--- src/rtl/rd_return_assembler_if.sv ---
// rd_return_assembler_if: bundles the READ command, DQ capture and response signals of
// rd_return_assembler.
//   slave  : the assembler side (takes commands and DQ beats, drives responses and status)
//   master : the controller/PHY/host side
// Parity ports exist only when RD_RET_PARITY_EN is defined.
interface rd_return_assembler_if #(
  parameter int unsigned BEATS = 4,
  parameter int unsigned DQ_W  = 8
);
  logic                     rd_issue;
  logic                     BA;
  logic [15:0]              row;
  logic [9:0]               col;
  logic [DQ_W-1:0]          dq_i;
  logic [BEATS*DQ_W-1:0]    rdata_o;
  logic [31:0]              raddr_o;
  logic                     rvalid_o;
  logic                     rready_i;
  logic                     overflow_o;
  logic                     err_o;
  logic                     busy_o;
`ifdef RD_RET_PARITY_EN
  logic                     dq_par_i;
  logic                     par_err_o;
`endif

  modport master (
    output rd_issue, BA, row, col, dq_i, rready_i,
`ifdef RD_RET_PARITY_EN
    output dq_par_i,
    input  par_err_o,
`endif
    input  rdata_o, raddr_o, rvalid_o, overflow_o, err_o, busy_o
  );

  modport slave (
    input  rd_issue, BA, row, col, dq_i, rready_i,
`ifdef RD_RET_PARITY_EN
    input  dq_par_i,
    output par_err_o,
`endif
    output rdata_o, raddr_o, rvalid_o, overflow_o, err_o, busy_o
  );
endinterface

--- src/rtl/rd_return_assembler.sv ---
// rd_return_assembler: read-return side of the DDR5 controller datapath.
// Each accepted READ is tracked with its reconstructed flat address; CL cycles after the
// issue strobe BEATS data beats are shifted in from DQ and the {address, data} pair is
// pushed into a DEPTH-entry valid/ready output FIFO.
// Ports:
//   clk, rst       : clock, synchronous active-high reset
//   bus (slave)    : rd_issue/BA/row/col command capture, dq_i beats, rready_i,
//                    rdata_o/raddr_o/rvalid_o head entry, overflow_o/err_o sticky flags,
//                    busy_o activity indicator
// Optional feature macro: RD_RET_PARITY_EN adds dq_par_i (even parity per beat) and
// par_err_o (per-response parity error flag).
// Assumes CL >= 2, BEATS >= 2 and DEPTH a power of two >= 2.
module rd_return_assembler #(
  parameter int unsigned CL    = 22,
  parameter int unsigned BEATS = 4,
  parameter int unsigned DQ_W  = 8,
  parameter int unsigned DEPTH = 4
) (
  input logic                  clk,
  input logic                  rst,
  rd_return_assembler_if.slave bus
);

  localparam int unsigned W    = BEATS * DQ_W;
  // Enough entries for every read that can legally be outstanding at minimum spacing.
  localparam int unsigned NTRK = (CL + BEATS + BEATS - 1) / BEATS;
  localparam int unsigned TW   = (NTRK > 1) ? $clog2(NTRK) : 1;
  localparam int unsigned TNW  = $clog2(NTRK + 1);
  localparam int unsigned CW   = $clog2(CL);
  localparam int unsigned BW   = $clog2(BEATS);
  localparam int unsigned SW   = $clog2(BEATS + 1);
  localparam int unsigned AW   = $clog2(DEPTH);

  // In-flight tracker (circular buffer, oldest at trk_rd_q).
  logic [31:0]    trk_addr_q [NTRK];
  logic [31:0]    trk_addr_d [NTRK];
  logic [CW-1:0]  trk_cnt_q  [NTRK];
  logic [CW-1:0]  trk_cnt_d  [NTRK];
  logic [TW-1:0]  trk_wr_q, trk_wr_d, trk_rd_q, trk_rd_d;
  logic [TNW-1:0] trk_num_q, trk_num_d;

  // Cycles since the last accepted issue, saturating at BEATS.
  logic [SW-1:0]  since_q, since_d;
  logic [BW-1:0]  beat_q, beat_d;
  logic [W-1:0]   asm_q, asm_d;
  logic           err_q, err_d;
  logic           ovf_q, ovf_d;

  // Output FIFO.
  logic [31:0]    fifo_addr_q [DEPTH];
  logic [31:0]    fifo_addr_d [DEPTH];
  logic [W-1:0]   fifo_data_q [DEPTH];
  logic [W-1:0]   fifo_data_d [DEPTH];
  logic [AW-1:0]  fifo_wr_q, fifo_wr_d, fifo_rd_q, fifo_rd_d;
  logic [AW:0]    fifo_num_q, fifo_num_d;

  logic           capture, last_beat, accept, pop, full, push_ok;
  logic [31:0]    new_addr;
  logic           rvalid;
  logic           unused_addr_bits;

`ifdef RD_RET_PARITY_EN
  logic           fifo_par_q [DEPTH];
  logic           fifo_par_d [DEPTH];
  logic           par_acc_q, par_acc_d;
  logic           beat_bad;
`endif

  function automatic logic [TW-1:0] trk_inc(logic [TW-1:0] p);
    return (p == TW'(NTRK - 1)) ? '0 : p + TW'(1);
  endfunction

  // Inverse address map: only BA, row[7:0] and col[7:0] reach the flat address.
  assign new_addr         = {11'b0, bus.BA, 4'b0, bus.row[7:0], bus.col[7:0]};
  assign unused_addr_bits = ^{bus.row[15:8], bus.col[9:8]};

  always_comb begin
    trk_addr_d  = trk_addr_q;
    trk_cnt_d   = trk_cnt_q;
    trk_wr_d    = trk_wr_q;
    trk_rd_d    = trk_rd_q;
    trk_num_d   = trk_num_q;
    since_d     = since_q;
    beat_d      = beat_q;
    asm_d       = asm_q;
    err_d       = err_q;
    ovf_d       = ovf_q;
    fifo_addr_d = fifo_addr_q;
    fifo_data_d = fifo_data_q;
    fifo_wr_d   = fifo_wr_q;
    fifo_rd_d   = fifo_rd_q;
    fifo_num_d  = fifo_num_q;
`ifdef RD_RET_PARITY_EN
    fifo_par_d  = fifo_par_q;
    par_acc_d   = par_acc_q;
    beat_bad    = (^bus.dq_i) != bus.dq_par_i;
`endif

    // All countdowns run every cycle; the head's reaching zero starts its capture.
    for (int i = 0; i < int'(NTRK); i++) begin
      if (trk_cnt_q[i] != '0) trk_cnt_d[i] = trk_cnt_q[i] - CW'(1);
    end
    if (since_q != SW'(BEATS)) since_d = since_q + SW'(1);

    capture   = (trk_num_q != '0) && (trk_cnt_q[trk_rd_q] == '0);
    last_beat = capture && (beat_q == BW'(BEATS - 1));
    accept    = bus.rd_issue && (since_q == SW'(BEATS)) && (trk_num_q != TNW'(NTRK));

    if (bus.rd_issue && (since_q != SW'(BEATS))) err_d = 1'b1;

    // Beats enter at the top so that beat 0 ends up in the LSBs.
    if (capture) begin
      asm_d  = {bus.dq_i, asm_q[W-1:DQ_W]};
      beat_d = last_beat ? '0 : beat_q + BW'(1);
`ifdef RD_RET_PARITY_EN
      par_acc_d = last_beat ? 1'b0 : (par_acc_q | beat_bad);
`endif
    end

    // Countdown stores cycles remaining before beat 0, hence CL-1.
    if (accept) begin
      trk_addr_d[trk_wr_q] = new_addr;
      trk_cnt_d[trk_wr_q]  = CW'(CL - 1);
      trk_wr_d             = trk_inc(trk_wr_q);
      since_d              = SW'(1);
    end
    if (last_beat) trk_rd_d = trk_inc(trk_rd_q);
    unique case ({accept, last_beat})
      2'b10:   trk_num_d = trk_num_q + TNW'(1);
      2'b01:   trk_num_d = trk_num_q - TNW'(1);
      default: trk_num_d = trk_num_q;
    endcase

    // Pop is evaluated before push so a full FIFO being drained still takes the burst.
    pop     = (fifo_num_q != '0) && bus.rready_i;
    full    = (fifo_num_q == (AW + 1)'(DEPTH));
    push_ok = last_beat && (!full || pop);
    if (last_beat && full && !pop) ovf_d = 1'b1;

    if (pop) fifo_rd_d = fifo_rd_q + AW'(1);
    if (push_ok) begin
      fifo_addr_d[fifo_wr_q] = trk_addr_q[trk_rd_q];
      fifo_data_d[fifo_wr_q] = {bus.dq_i, asm_q[W-1:DQ_W]};
`ifdef RD_RET_PARITY_EN
      fifo_par_d[fifo_wr_q]  = par_acc_q | beat_bad;
`endif
      fifo_wr_d              = fifo_wr_q + AW'(1);
    end
    unique case ({push_ok, pop})
      2'b10:   fifo_num_d = fifo_num_q + (AW + 1)'(1);
      2'b01:   fifo_num_d = fifo_num_q - (AW + 1)'(1);
      default: fifo_num_d = fifo_num_q;
    endcase
  end

  always_ff @(posedge clk) begin
    if (rst) begin
      trk_wr_q   <= '0;
      trk_rd_q   <= '0;
      trk_num_q  <= '0;
      since_q    <= SW'(BEATS);
      beat_q     <= '0;
      asm_q      <= '0;
      err_q      <= 1'b0;
      ovf_q      <= 1'b0;
      fifo_wr_q  <= '0;
      fifo_rd_q  <= '0;
      fifo_num_q <= '0;
`ifdef RD_RET_PARITY_EN
      par_acc_q  <= 1'b0;
`endif
    end else begin
      trk_wr_q   <= trk_wr_d;
      trk_rd_q   <= trk_rd_d;
      trk_num_q  <= trk_num_d;
      since_q    <= since_d;
      beat_q     <= beat_d;
      asm_q      <= asm_d;
      err_q      <= err_d;
      ovf_q      <= ovf_d;
      fifo_wr_q  <= fifo_wr_d;
      fifo_rd_q  <= fifo_rd_d;
      fifo_num_q <= fifo_num_d;
`ifdef RD_RET_PARITY_EN
      par_acc_q  <= par_acc_d;
`endif
    end
  end

  // Storage only; validity comes from the reset pointers and counts above.
  always_ff @(posedge clk) begin
    trk_addr_q  <= trk_addr_d;
    trk_cnt_q   <= trk_cnt_d;
    fifo_addr_q <= fifo_addr_d;
    fifo_data_q <= fifo_data_d;
`ifdef RD_RET_PARITY_EN
    fifo_par_q  <= fifo_par_d;
`endif
  end

  // Outputs are forced low while rst is asserted so they read 0 from the first reset cycle.
  assign rvalid         = !rst && (fifo_num_q != '0);
  assign bus.rvalid_o   = rvalid;
  assign bus.raddr_o    = rvalid ? fifo_addr_q[fifo_rd_q] : '0;
  assign bus.rdata_o    = rvalid ? fifo_data_q[fifo_rd_q] : '0;
  assign bus.overflow_o = !rst && ovf_q;
  assign bus.err_o      = !rst && err_q;
  assign bus.busy_o     = !rst && ((trk_num_q != '0) || (fifo_num_q != '0));
`ifdef RD_RET_PARITY_EN
  assign bus.par_err_o  = rvalid && fifo_par_q[fifo_rd_q];
`endif

endmodule

--- src/flat_wrapper.sv ---
// flat-port wrapper written by rule: the top's interface ports become plain ports
module rd_return_assembler_flat 
#(
  parameter int unsigned CL    = 22,
  parameter int unsigned BEATS = 4,
  parameter int unsigned DQ_W  = 8,
  parameter int unsigned DEPTH = 4
)
  (clk, rst, bus_rd_issue, bus_BA, bus_row, bus_col, bus_dq_i, bus_rready_i, bus_rdata_o, bus_raddr_o, bus_rvalid_o, bus_overflow_o, bus_err_o, bus_busy_o);
  rd_return_assembler_if #(.BEATS(BEATS), .DQ_W(DQ_W)) bus_i ();
  input logic clk;
  input logic rst;
  input wire logic [$bits(bus_i.rd_issue)-1:0] bus_rd_issue;
  input wire logic [$bits(bus_i.BA)-1:0] bus_BA;
  input wire logic [$bits(bus_i.row)-1:0] bus_row;
  input wire logic [$bits(bus_i.col)-1:0] bus_col;
  input wire logic [$bits(bus_i.dq_i)-1:0] bus_dq_i;
  input wire logic [$bits(bus_i.rready_i)-1:0] bus_rready_i;
  output wire logic [$bits(bus_i.rdata_o)-1:0] bus_rdata_o;
  output wire logic [$bits(bus_i.raddr_o)-1:0] bus_raddr_o;
  output wire logic [$bits(bus_i.rvalid_o)-1:0] bus_rvalid_o;
  output wire logic [$bits(bus_i.overflow_o)-1:0] bus_overflow_o;
  output wire logic [$bits(bus_i.err_o)-1:0] bus_err_o;
  output wire logic [$bits(bus_i.busy_o)-1:0] bus_busy_o;
  assign bus_i.rd_issue = bus_rd_issue;
  assign bus_i.BA = bus_BA;
  assign bus_i.row = bus_row;
  assign bus_i.col = bus_col;
  assign bus_i.dq_i = bus_dq_i;
  assign bus_i.rready_i = bus_rready_i;
  assign bus_rdata_o = bus_i.rdata_o;
  assign bus_raddr_o = bus_i.raddr_o;
  assign bus_rvalid_o = bus_i.rvalid_o;
  assign bus_overflow_o = bus_i.overflow_o;
  assign bus_err_o = bus_i.err_o;
  assign bus_busy_o = bus_i.busy_o;
  rd_return_assembler #(.CL(CL), .BEATS(BEATS), .DQ_W(DQ_W), .DEPTH(DEPTH)) u_core (.clk(clk), .rst(rst), .bus(bus_i));
endmodule
--- config.mk ---
export PLATFORM = sky130hd
export DESIGN_NAME = rd_return_assembler_flat
export DESIGN_NICKNAME = d
export VERILOG_FILES = /design/src/rtl/rd_return_assembler_if.sv /design/src/rtl/rd_return_assembler.sv /design/src/flat_wrapper.sv
export SDC_FILE = /design/constraint.sdc
export NUM_CORES = 1
export LEC_CHECK = 0
export ABC_AREA = 0
export CELL_PAD_IN_SITES_DETAIL_PLACEMENT = 0
export CELL_PAD_IN_SITES_GLOBAL_PLACEMENT = 2
export CORE_MARGIN = 3
export CORE_UTILIZATION = 47
export CTS_CLUSTER_DIAMETER = 30
export DETAILED_ROUTE_END_ITERATION = 8
export PLACE_DENSITY_LB_ADDON = 0.05
export SLEW_MARGIN = 10
export SYNTH_ARGS = -nofsm -noshare
export SYNTH_HDL_FRONTEND = slang
export SYNTH_SLANG_ARGS = --single-unit
--- constraint.sdc ---
create_clock -name clk -period 5 [get_ports clk]
set_input_delay 0.75 -clock clk [delete_from_list [all_inputs] [get_ports clk]]
set_output_delay 0.75 -clock clk [all_outputs]
set_load 0.01 [all_outputs]
**Congestion heat map**

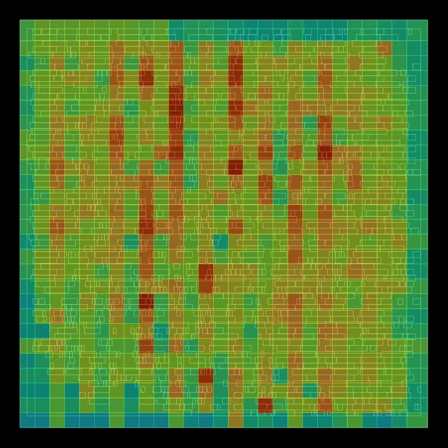
layer with the highest usage: met2
total track usage: 17.70%
global routing usage on met2: 30.26%
utilization after layout: 60.79%

**Gate-type map**

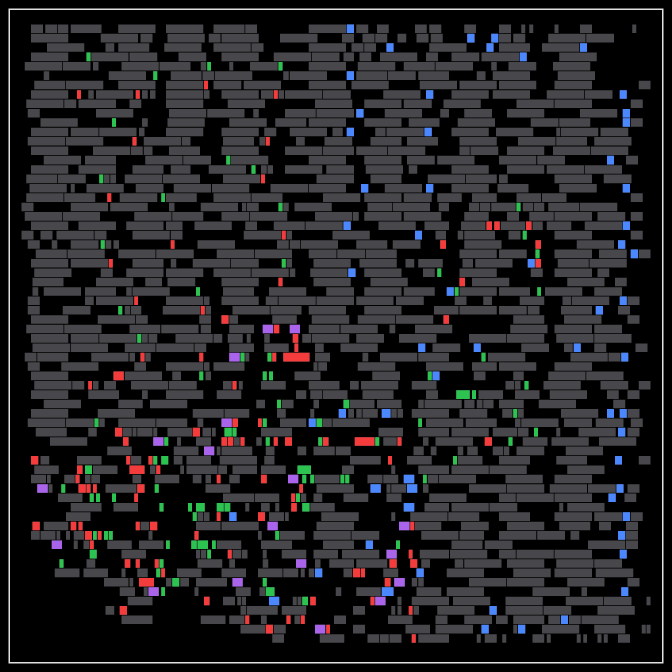
[green] nand cells | cells: 88
[blue] and/or cells | cells: 61
[red] nor cells | cells: 100
[purple] xor and xnor cells | cells: 18

==> flow_summary_export.csv <==
group,metric,value,unit
critical_path,r2r_slack,1.60,ns
pwr,power_leader,"the clock network",
layout,clk_share,14.80,%
pwr,seq_power_share,38.0,%
global_routing,grtUsageMet1,22.32,%
clocking,clockBufferDepth,3,
sta,grt_setup_unrepaired,"false",
sta,max_slew_margin,33.32,%
layout,drive_gt1_share,22.01,%
routing,final_antenna_net_count,0,
clocking,ctsResizeCount,0,
layout,diodes,0,
yosys,yosys.area.top_type,"edfxtp_1",
run_status,outcome,"completed",
clocking,cts_tree,"built",
layout,clockBufferCount,95,
critical_path,path_delay_family,"buffers and inverters",
routing,via_count,8455,
yosys,edf_count,315,
critical_path,worst_ep_arrival_time,2.88,ns
yosys,ys_cells,990,
sta,fmax,275.3,MHz
job,cap_viol_max_count,0,
place,placed_cell_area,16980,um2
min_path,hold_path_end,"u_core.err_q",
layout,seq_share,55.74,%
yosys,ys.flop_type,"edfxtp_1",
global_routing,grt_pass1_vias,8751,
pwr,seq_cell_power,0.00396,W
yosys,top_area_share,60.07,%
yosys,ys_seq_share,70.50,%
layout,buf_share,4.633,%
global_routing,use_met3,3.944,%
sta,final.setup.worst_slack,1.368,ns
yosys,synth_xor_xnor_area_share,1.001,%
yosys,mux_area_share,11.29,%
critical_path,cp.required,4.25,ns
layout,regMostFlops,"u_core.fifo_data_q",
die,row_count,66,
place,numPortBuffers,81,
critical_path,cp-start-kind,"flip-flop",
critical_path,r2r-start,"u_core.trk_rd_q[1]",
routing,highest_layer,"met4",
pwr,pwr-share-comb,8.4,%
clocking,clk_pin_slew_worst_paths,0.05,ns
clocking,cts-root-buf,"clkbuf_16",
min_path,holdCritPathClass,"reg2reg",
routing,drtPass1Iterations,5,
yosys,ys_sh_adder,1.526,%
place,place_congestion,0.7232,
critical_path,r2r_cells,11,
global_routing,grt_pass1_wl,48940,um
routing,drt-met1-wl,13250,um
layout,layout_top_cell,"edfxtp_1",
yosys,synth_cell_types,53,
die,pin_count,107,
**Clock distribution**

Bar = 50 um.
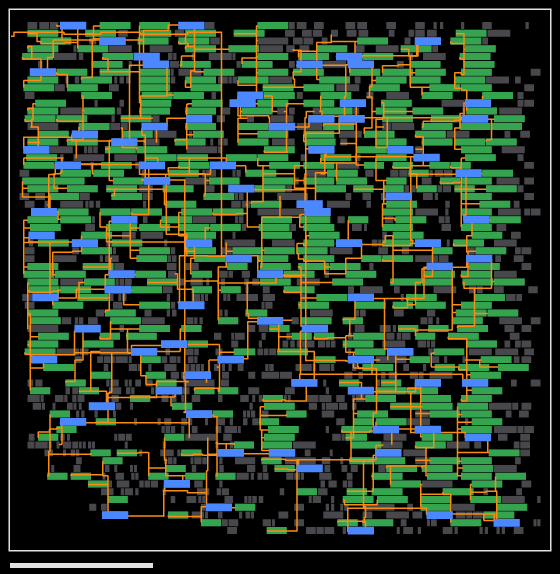
[blue] clock drivers | count: 83
[orange] clock wires | length: 5,360 um
[green] flip-flops | count: 397
routed clock nets: 84

Power and IR drop assume default switching activity.
